### Clock wires, drivers and flops

(8 px per um)
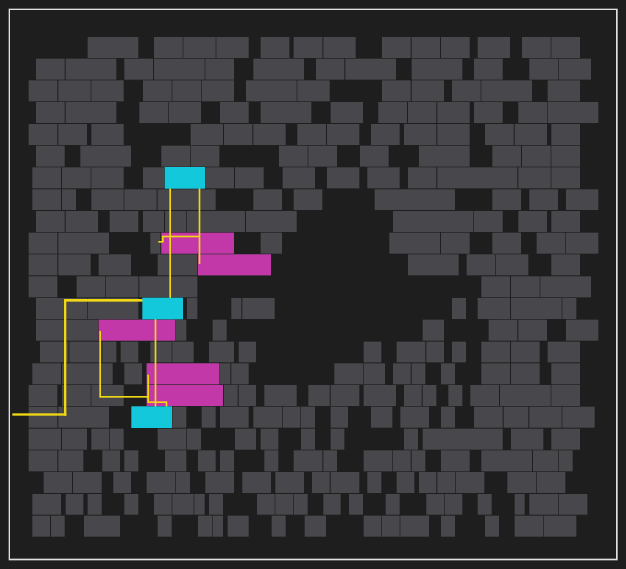
### Zoomed window

Window x 25 to 50, y 22 to 47 um. Cells in gray, sequential cells in the stronger gray; small squares are vias.
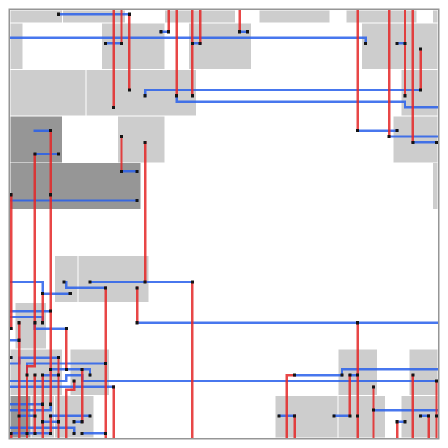
### Clock nets

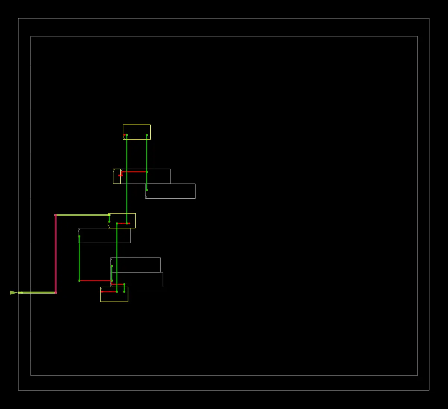
### Cell density map

(4 px per um) 8 x 7 tiles, from black (low) to pale yellow (high), 0 to 100% covered.
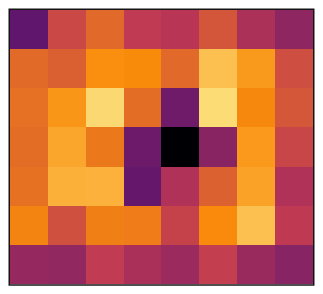
File: src/rtl/s86_wb_pkg.sv
// Shared constants and types for the S86 two-master Wishbone arbiter.
package s86_wb_pkg;

  localparam int unsigned ADR_W = 19;
  localparam int unsigned DAT_W = 16;

  typedef enum logic [1:0] {
    IDLE,
    GNT0,
    GNT1
  } arb_state_t;

  localparam logic [DAT_W-1:0] TO_DATA = 16'hFFFF;

endpackage

File: src/rtl/s86_wb_arbiter_if.sv
// Bus bundle for s86_wb_arbiter: both master request/return paths plus the shared slave path.
// The master modport is the arbiter's view; slave is the view of the masters and fabric around it.
interface s86_wb_arbiter_if;
  import s86_wb_pkg::*;

  logic             m0_cyc_i, m0_stb_i, m0_we_i, m0_tga_i;
  logic [ADR_W:1]   m0_adr_i;
  logic [1:0]       m0_sel_i;
  logic [DAT_W-1:0] m0_dat_i, m0_dat_o;
  logic             m0_ack_o;

  logic             m1_cyc_i, m1_stb_i, m1_we_i, m1_tga_i;
  logic [ADR_W:1]   m1_adr_i;
  logic [1:0]       m1_sel_i;
  logic [DAT_W-1:0] m1_dat_i, m1_dat_o;
  logic             m1_ack_o;

  logic             s_cyc_o, s_stb_o, s_we_o, s_tga_o;
  logic [ADR_W:1]   s_adr_o;
  logic [1:0]       s_sel_o;
  logic [DAT_W-1:0] s_dat_o, s_dat_i;
  logic             s_ack_i;

  logic [1:0]       gnt_o;
  logic             err_o;

  modport master (
    input  m0_cyc_i, m0_stb_i, m0_we_i, m0_tga_i, m0_adr_i, m0_sel_i, m0_dat_i,
    input  m1_cyc_i, m1_stb_i, m1_we_i, m1_tga_i, m1_adr_i, m1_sel_i, m1_dat_i,
    input  s_dat_i, s_ack_i,
    output m0_dat_o, m0_ack_o, m1_dat_o, m1_ack_o,
    output s_cyc_o, s_stb_o, s_we_o, s_tga_o, s_adr_o, s_sel_o, s_dat_o,
    output gnt_o, err_o
  );

  modport slave (
    output m0_cyc_i, m0_stb_i, m0_we_i, m0_tga_i, m0_adr_i, m0_sel_i, m0_dat_i,
    output m1_cyc_i, m1_stb_i, m1_we_i, m1_tga_i, m1_adr_i, m1_sel_i, m1_dat_i,
    output s_dat_i, s_ack_i,
    input  m0_dat_o, m0_ack_o, m1_dat_o, m1_ack_o,
    input  s_cyc_o, s_stb_o, s_we_o, s_tga_o, s_adr_o, s_sel_o, s_dat_o,
    input  gnt_o, err_o
  );

endinterface

File: src/rtl/s86_wb_timeout.sv
// Stall watchdog for the arbiter: counts stalled strobe cycles and fires on the LIMIT-th one.
module s86_wb_timeout #(
  parameter int unsigned LIMIT = 255
) (
  input  logic clk_i,
  input  logic rst_n_i,
  input  logic run_i,
  input  logic clr_i,
  output logic fire_o
);

  localparam logic [7:0] LIMIT_M1 = 8'(LIMIT - 1);

  logic [7:0] cnt_q, cnt_d;

  // Fires combinationally in the LIMIT-th stalled cycle so the forced ack lands in that cycle.
  assign fire_o = run_i & (cnt_q == LIMIT_M1);

  always_comb begin
    cnt_d = cnt_q;
    if (clr_i || fire_o) begin
      cnt_d = '0;
    end else if (run_i) begin
      cnt_d = cnt_q + 8'd1;
    end
  end

  always_ff @(posedge clk_i or negedge rst_n_i) begin
    if (!rst_n_i) begin
      cnt_q <= '0;
    end else begin
      cnt_q <= cnt_d;
    end
  end

endmodule

File: src/rtl/s86_wb_arbiter.sv
// Round-robin two-master Wishbone arbiter in front of the S86 slave fabric.
// Optional stall watchdog enabled by defining S86_WB_ARB_TIMEOUT_EN.
module s86_wb_arbiter
  import s86_wb_pkg::*;
#(
  parameter int unsigned TIMEOUT_CYCLES = 255
) (
  input  logic                wb_clk_i,
  input  logic                wb_rst_n_i,
  s86_wb_arbiter_if.master    bus
);

  arb_state_t state_q, state_d;
  logic       last_q, last_d;
  logic [1:0] gnt_q, gnt_d;
  logic       to_fire;

  // last_q holds the index of the previous owner; reset to 1 so master 0 wins first contention.
  always_comb begin
    state_d = state_q;
    last_d  = last_q;
    unique case (state_q)
      IDLE: begin
        if (bus.m0_cyc_i && (!bus.m1_cyc_i || last_q)) state_d = GNT0;
        else if (bus.m1_cyc_i)                         state_d = GNT1;
      end
      GNT0: begin
        if (!bus.m0_cyc_i) begin
          last_d  = 1'b0;
          state_d = bus.m1_cyc_i ? GNT1 : IDLE;
        end
      end
      GNT1: begin
        if (!bus.m1_cyc_i) begin
          last_d  = 1'b1;
          state_d = bus.m0_cyc_i ? GNT0 : IDLE;
        end
      end
      default: state_d = IDLE;
    endcase
    gnt_d = {state_d == GNT1, state_d == GNT0};
  end

  always_ff @(posedge wb_clk_i or negedge wb_rst_n_i) begin
    if (!wb_rst_n_i) begin
      state_q <= IDLE;
      last_q  <= 1'b1;
      gnt_q   <= '0;
    end else begin
      state_q <= state_d;
      last_q  <= last_d;
      gnt_q   <= gnt_d;
    end
  end

  assign bus.gnt_o = gnt_q;

  always_comb begin
    bus.s_cyc_o = 1'b0;
    bus.s_stb_o = 1'b0;
    bus.s_we_o  = 1'b0;
    bus.s_tga_o = 1'b0;
    bus.s_adr_o = '0;
    bus.s_sel_o = '0;
    bus.s_dat_o = '0;
    if (gnt_q[0]) begin
      bus.s_cyc_o = bus.m0_cyc_i;
      bus.s_stb_o = bus.m0_stb_i & ~to_fire;
      bus.s_we_o  = bus.m0_we_i;
      bus.s_tga_o = bus.m0_tga_i;
      bus.s_adr_o = bus.m0_adr_i;
      bus.s_sel_o = bus.m0_sel_i;
      bus.s_dat_o = bus.m0_dat_i;
    end else if (gnt_q[1]) begin
      bus.s_cyc_o = bus.m1_cyc_i;
      bus.s_stb_o = bus.m1_stb_i & ~to_fire;
      bus.s_we_o  = bus.m1_we_i;
      bus.s_tga_o = bus.m1_tga_i;
      bus.s_adr_o = bus.m1_adr_i;
      bus.s_sel_o = bus.m1_sel_i;
      bus.s_dat_o = bus.m1_dat_i;
    end
  end

  always_comb begin
    bus.m0_ack_o = gnt_q[0] & (bus.s_ack_i | to_fire);
    bus.m1_ack_o = gnt_q[1] & (bus.s_ack_i | to_fire);
    bus.m0_dat_o = gnt_q[0] ? (to_fire ? TO_DATA : bus.s_dat_i) : '0;
    bus.m1_dat_o = gnt_q[1] ? (to_fire ? TO_DATA : bus.s_dat_i) : '0;
  end

`ifdef S86_WB_ARB_TIMEOUT_EN
  logic to_run, to_clr;
  logic err_q, err_d;

  assign to_run = ((gnt_q[0] & bus.m0_cyc_i & bus.m0_stb_i) |
                   (gnt_q[1] & bus.m1_cyc_i & bus.m1_stb_i)) & ~bus.s_ack_i;
  assign to_clr = bus.s_ack_i | (state_d != state_q);

  s86_wb_timeout #(
    .LIMIT (TIMEOUT_CYCLES)
  ) u_timeout (
    .clk_i   (wb_clk_i),
    .rst_n_i (wb_rst_n_i),
    .run_i   (to_run),
    .clr_i   (to_clr),
    .fire_o  (to_fire)
  );

  always_comb err_d = err_q | to_fire;

  always_ff @(posedge wb_clk_i or negedge wb_rst_n_i) begin
    if (!wb_rst_n_i) begin
      err_q <= 1'b0;
    end else begin
      err_q <= err_d;
    end
  end

  assign bus.err_o = err_q;
`else
  logic unused_timeout;

  assign to_fire        = 1'b0;
  assign bus.err_o      = 1'b0;
  assign unused_timeout = ^TIMEOUT_CYCLES[7:0];
`endif

endmodule

File: src/flat_wrapper.sv
// flat-port wrapper written by rule: the top's interface ports become plain ports
module s86_wb_arbiter_flat import s86_wb_pkg::*;
#(
  parameter int unsigned TIMEOUT_CYCLES = 255
)
  (wb_clk_i, wb_rst_n_i, bus_m0_cyc_i, bus_m0_stb_i, bus_m0_we_i, bus_m0_tga_i, bus_m0_adr_i, bus_m0_sel_i, bus_m0_dat_i, bus_m1_cyc_i, bus_m1_stb_i, bus_m1_we_i, bus_m1_tga_i, bus_m1_adr_i, bus_m1_sel_i, bus_m1_dat_i, bus_s_dat_i, bus_s_ack_i, bus_m0_dat_o, bus_m0_ack_o, bus_m1_dat_o, bus_m1_ack_o, bus_s_cyc_o, bus_s_stb_o, bus_s_we_o, bus_s_tga_o, bus_s_adr_o, bus_s_sel_o, bus_s_dat_o, bus_gnt_o, bus_err_o);
  s86_wb_arbiter_if bus_i ();
  input  logic wb_clk_i;
  input  logic wb_rst_n_i;
  input wire logic [$bits(bus_i.m0_cyc_i)-1:0] bus_m0_cyc_i;
  input wire logic [$bits(bus_i.m0_stb_i)-1:0] bus_m0_stb_i;
  input wire logic [$bits(bus_i.m0_we_i)-1:0] bus_m0_we_i;
  input wire logic [$bits(bus_i.m0_tga_i)-1:0] bus_m0_tga_i;
  input wire logic [$bits(bus_i.m0_adr_i)-1:0] bus_m0_adr_i;
  input wire logic [$bits(bus_i.m0_sel_i)-1:0] bus_m0_sel_i;
  input wire logic [$bits(bus_i.m0_dat_i)-1:0] bus_m0_dat_i;
  input wire logic [$bits(bus_i.m1_cyc_i)-1:0] bus_m1_cyc_i;
  input wire logic [$bits(bus_i.m1_stb_i)-1:0] bus_m1_stb_i;
  input wire logic [$bits(bus_i.m1_we_i)-1:0] bus_m1_we_i;
  input wire logic [$bits(bus_i.m1_tga_i)-1:0] bus_m1_tga_i;
  input wire logic [$bits(bus_i.m1_adr_i)-1:0] bus_m1_adr_i;
  input wire logic [$bits(bus_i.m1_sel_i)-1:0] bus_m1_sel_i;
  input wire logic [$bits(bus_i.m1_dat_i)-1:0] bus_m1_dat_i;
  input wire logic [$bits(bus_i.s_dat_i)-1:0] bus_s_dat_i;
  input wire logic [$bits(bus_i.s_ack_i)-1:0] bus_s_ack_i;
  output wire logic [$bits(bus_i.m0_dat_o)-1:0] bus_m0_dat_o;
  output wire logic [$bits(bus_i.m0_ack_o)-1:0] bus_m0_ack_o;
  output wire logic [$bits(bus_i.m1_dat_o)-1:0] bus_m1_dat_o;
  output wire logic [$bits(bus_i.m1_ack_o)-1:0] bus_m1_ack_o;
  output wire logic [$bits(bus_i.s_cyc_o)-1:0] bus_s_cyc_o;
  output wire logic [$bits(bus_i.s_stb_o)-1:0] bus_s_stb_o;
  output wire logic [$bits(bus_i.s_we_o)-1:0] bus_s_we_o;
  output wire logic [$bits(bus_i.s_tga_o)-1:0] bus_s_tga_o;
  output wire logic [$bits(bus_i.s_adr_o)-1:0] bus_s_adr_o;
  output wire logic [$bits(bus_i.s_sel_o)-1:0] bus_s_sel_o;
  output wire logic [$bits(bus_i.s_dat_o)-1:0] bus_s_dat_o;
  output wire logic [$bits(bus_i.gnt_o)-1:0] bus_gnt_o;
  output wire logic [$bits(bus_i.err_o)-1:0] bus_err_o;
  assign bus_i.m0_cyc_i = bus_m0_cyc_i;
  assign bus_i.m0_stb_i = bus_m0_stb_i;
  assign bus_i.m0_we_i = bus_m0_we_i;
  assign bus_i.m0_tga_i = bus_m0_tga_i;
  assign bus_i.m0_adr_i = bus_m0_adr_i;
  assign bus_i.m0_sel_i = bus_m0_sel_i;
  assign bus_i.m0_dat_i = bus_m0_dat_i;
  assign bus_i.m1_cyc_i = bus_m1_cyc_i;
  assign bus_i.m1_stb_i = bus_m1_stb_i;
  assign bus_i.m1_we_i = bus_m1_we_i;
  assign bus_i.m1_tga_i = bus_m1_tga_i;
  assign bus_i.m1_adr_i = bus_m1_adr_i;
  assign bus_i.m1_sel_i = bus_m1_sel_i;
  assign bus_i.m1_dat_i = bus_m1_dat_i;
  assign bus_i.s_dat_i = bus_s_dat_i;
  assign bus_i.s_ack_i = bus_s_ack_i;
  assign bus_m0_dat_o = bus_i.m0_dat_o;
  assign bus_m0_ack_o = bus_i.m0_ack_o;
  assign bus_m1_dat_o = bus_i.m1_dat_o;
  assign bus_m1_ack_o = bus_i.m1_ack_o;
  assign bus_s_cyc_o = bus_i.s_cyc_o;
  assign bus_s_stb_o = bus_i.s_stb_o;
  assign bus_s_we_o = bus_i.s_we_o;
  assign bus_s_tga_o = bus_i.s_tga_o;
  assign bus_s_adr_o = bus_i.s_adr_o;
  assign bus_s_sel_o = bus_i.s_sel_o;
  assign bus_s_dat_o = bus_i.s_dat_o;
  assign bus_gnt_o = bus_i.gnt_o;
  assign bus_err_o = bus_i.err_o;
  s86_wb_arbiter #(.TIMEOUT_CYCLES(TIMEOUT_CYCLES)) u_core (.wb_clk_i(wb_clk_i), .wb_rst_n_i(wb_rst_n_i), .bus(bus_i));
endmodule
File: config.mk
export PLATFORM = sky130hd
export DESIGN_NAME = s86_wb_arbiter_flat
export DESIGN_NICKNAME = d
export VERILOG_FILES = /design/src/rtl/s86_wb_pkg.sv /design/src/rtl/s86_wb_arbiter_if.sv /design/src/rtl/s86_wb_timeout.sv /design/src/rtl/s86_wb_arbiter.sv /design/src/flat_wrapper.sv
export SDC_FILE = /design/constraint.sdc
export NUM_CORES = 1
export LEC_CHECK = 0
export CAP_MARGIN = 20
export CORE_ASPECT_RATIO = 0.9
export CORE_MARGIN = 2
export CORE_UTILIZATION = 20
export DETAILED_ROUTE_END_ITERATION = 10
export PLACE_DENSITY = 0.83
export SYNTH_ARGS = -nofsm -noshare
export SYNTH_HDL_FRONTEND = slang
export SYNTH_SLANG_ARGS = --single-unit
File: constraint.sdc
create_clock -name wb_clk_i -period 1.8 [get_ports wb_clk_i]
set_clock_uncertainty 0.2 [all_clocks]
set_input_delay 0.36 -clock wb_clk_i [delete_from_list [all_inputs] [get_ports wb_clk_i]]
set_output_delay 0.36 -clock wb_clk_i [all_outputs]
set_load 0.01 [all_outputs]
==> impl_metrics.csv <==
group,metric,value,unit
power,power.combinational.total,1.54,mW
job,warnings,28,
hold_path,hold_class,"in -> async",
synth,synthDominantAreaCellType,"sky130_fd_sc_hd__a22o_2",
power,power.switching,644.5,uW
power,total_leakage_power,1.490,nW
final_layout,fraction_of_layout_cells_with_a_size_suffix_above_1,0.4983,
placement,gp_routability_congestion,0.7317,
worst_setup_path,worst_setup_path_end_kind,"output port",
final_layout,finalNonFillerCells,365,
worst_setup_path,critical-path-top-cell-by-count,"sky130_fd_sc_hd__buf_6",
final_layout,final_core_utilization,0.7038,
worst_setup_path,timing.critical_path.to,"bus_s_sel_o[0]",
final_layout,antenna-diode-count,0,
power,pwr-share-comb,0.807,
floorplan,area_of_the_placeable_core,4461,um2
power,p_total,1.909,mW
worst_setup_path,critical_path_arrival,1450,ps
global_routing,initial_antenna_violation_count,0,
final_timing,hold_slack,175.4,ps
detailed_routing,drcViolationCount,0,
run_status,failed_checks,"setup timing",
final_timing,grt_setup_unrepaired,"yes",
final_timing,fin_crit_sh,1.116,
worst_setup_path,worstSetupStartpoint,"u_core.bus.gnt_o[1]",
power,power.share.sequential,0.086,
final_timing,hold_violations,0,
final_timing,timing.final.setup_violations,41,
placement,hpwlAfterDp,4061,um
worst_setup_path,critical_path.startpoint_type,"flop",
job,max_cap_violations,0,
final_timing,tns,-4643,ps
detailed_routing,met2WireLength,3174,um
final_layout,final_net_count,405,
global_routing,overflow,0,
global_routing,global_route.peak_usage_layer,"met2",
worst_setup_path,cp_slowest_stage_delay,370,ps
floorplan,dieWidth,75.77,um
worst_setup_path,register_to_register_path_setup_slack,600,ps
synth,yosysChipArea,927.1,um2
detailed_routing,drt_first_pass_iters,4,
final_timing,layout_setup_ws,-208.7,ps
final_layout,combinational_cell_area_excluding_buffers_and_inverters,895.9,um2
synth,synth.lib_cells_used.distinct,20,
worst_setup_path,critical_path.reg2reg.startpoint,"u_core.last_q",
final_layout,regArea,127.6,um2
run_status,status,"finished with violations",
global_routing,grt_max_degree,22,
synth,synth-cells-yosys,109,
global_routing,global_route_wire_length_before_repair,7410,um
synth,yosys.area_share.adder,0,
clocking,ctsLongestPathBuffers,2,
clocking,post_cts_hold_buffer_count,0,
detailed_routing,route.vias.total,1639,
synth,ys_seq_share,0.1363,
synth,floorplan.nets,210,
clocking,clock-root-buffer,"sky130_fd_sc_hd__clkbuf_8",
placement,post_dp_cell_area,2761,um2
global_routing,grt.met3_usage,0.03198,
synth,ys_sh_mux,0,
final_timing,finalMaxSlewViolations,0,
Back to the opening pictures, 'Clock wires, drivers and flops':
clock wires: drawn in yellow, length 103 um. cells driving clock nets: drawn in cyan, count 3. flip-flops: drawn in magenta, count 5.
There are 4 routed clock nets.
clock network power consumption: 205 uW
clock network fraction of total power: 0.107
worst-skew pair later-pin latency: 220 ps

Back to the opening pictures, 'Zoomed window':
met2: drawn in red. met1: drawn in blue.
Netlist names of flops here include u_core.bus.gnt_o (1). Sequential cells in the window: 1. 17 logic cells have their middle in the window. Most frequent: clkdlybuf4s50_1 (3), and2_1 (2).

Back to the opening pictures, 'Clock nets':
FFs & Latches: 5
number of CTS-inserted buffers: 3
Clock Sink Count: 5
Layout clock buffers: 4

Back to the opening pictures, 'Cell density map':
The mean over all tiles is 59%. 1.8% of the tiles are nearly empty. The emptiest ninth of the die: center. The fullest tile reaches 92%.

-- registers in the layout (all words and copies together) (netlist names) --
name / flops
u_core.last_q: 1
u_core.state_q: 2
u_core.bus.gnt_o: 2
-- area by class of cell --
class	count	share of cell area
repair buffers	203	0.6337
flip-flops and latches	5	0.04065
multi-input cells	90	0.2854
well taps	62	0.02471
clock buffers	4	0.01435
inverters	1	0.001196
-- worst max-delay path, delay by kind of cell (launching register included) --
kind | cells | cell delay, ps
AND-OR/OR-AND | 1 | 210
AND/OR/NAND/NOR | 1 | 140
buffers and inverters | 4 | 510
flip-flops | 1 | 370
-- synthesized netlist by cell type, drive strengths merged --
cell type and instances:
dfrtp 4, nor2b 2, clkbuf 5, a21oi 1, a22o 40, o21ai 3
nor2 3, o22a 1, conb 1, o22ai 1, nand2 2, buf 8
inv 1, and2 36, dfstp 1
Power figures rest on the tool's default switching activity, not on a simulated workload.
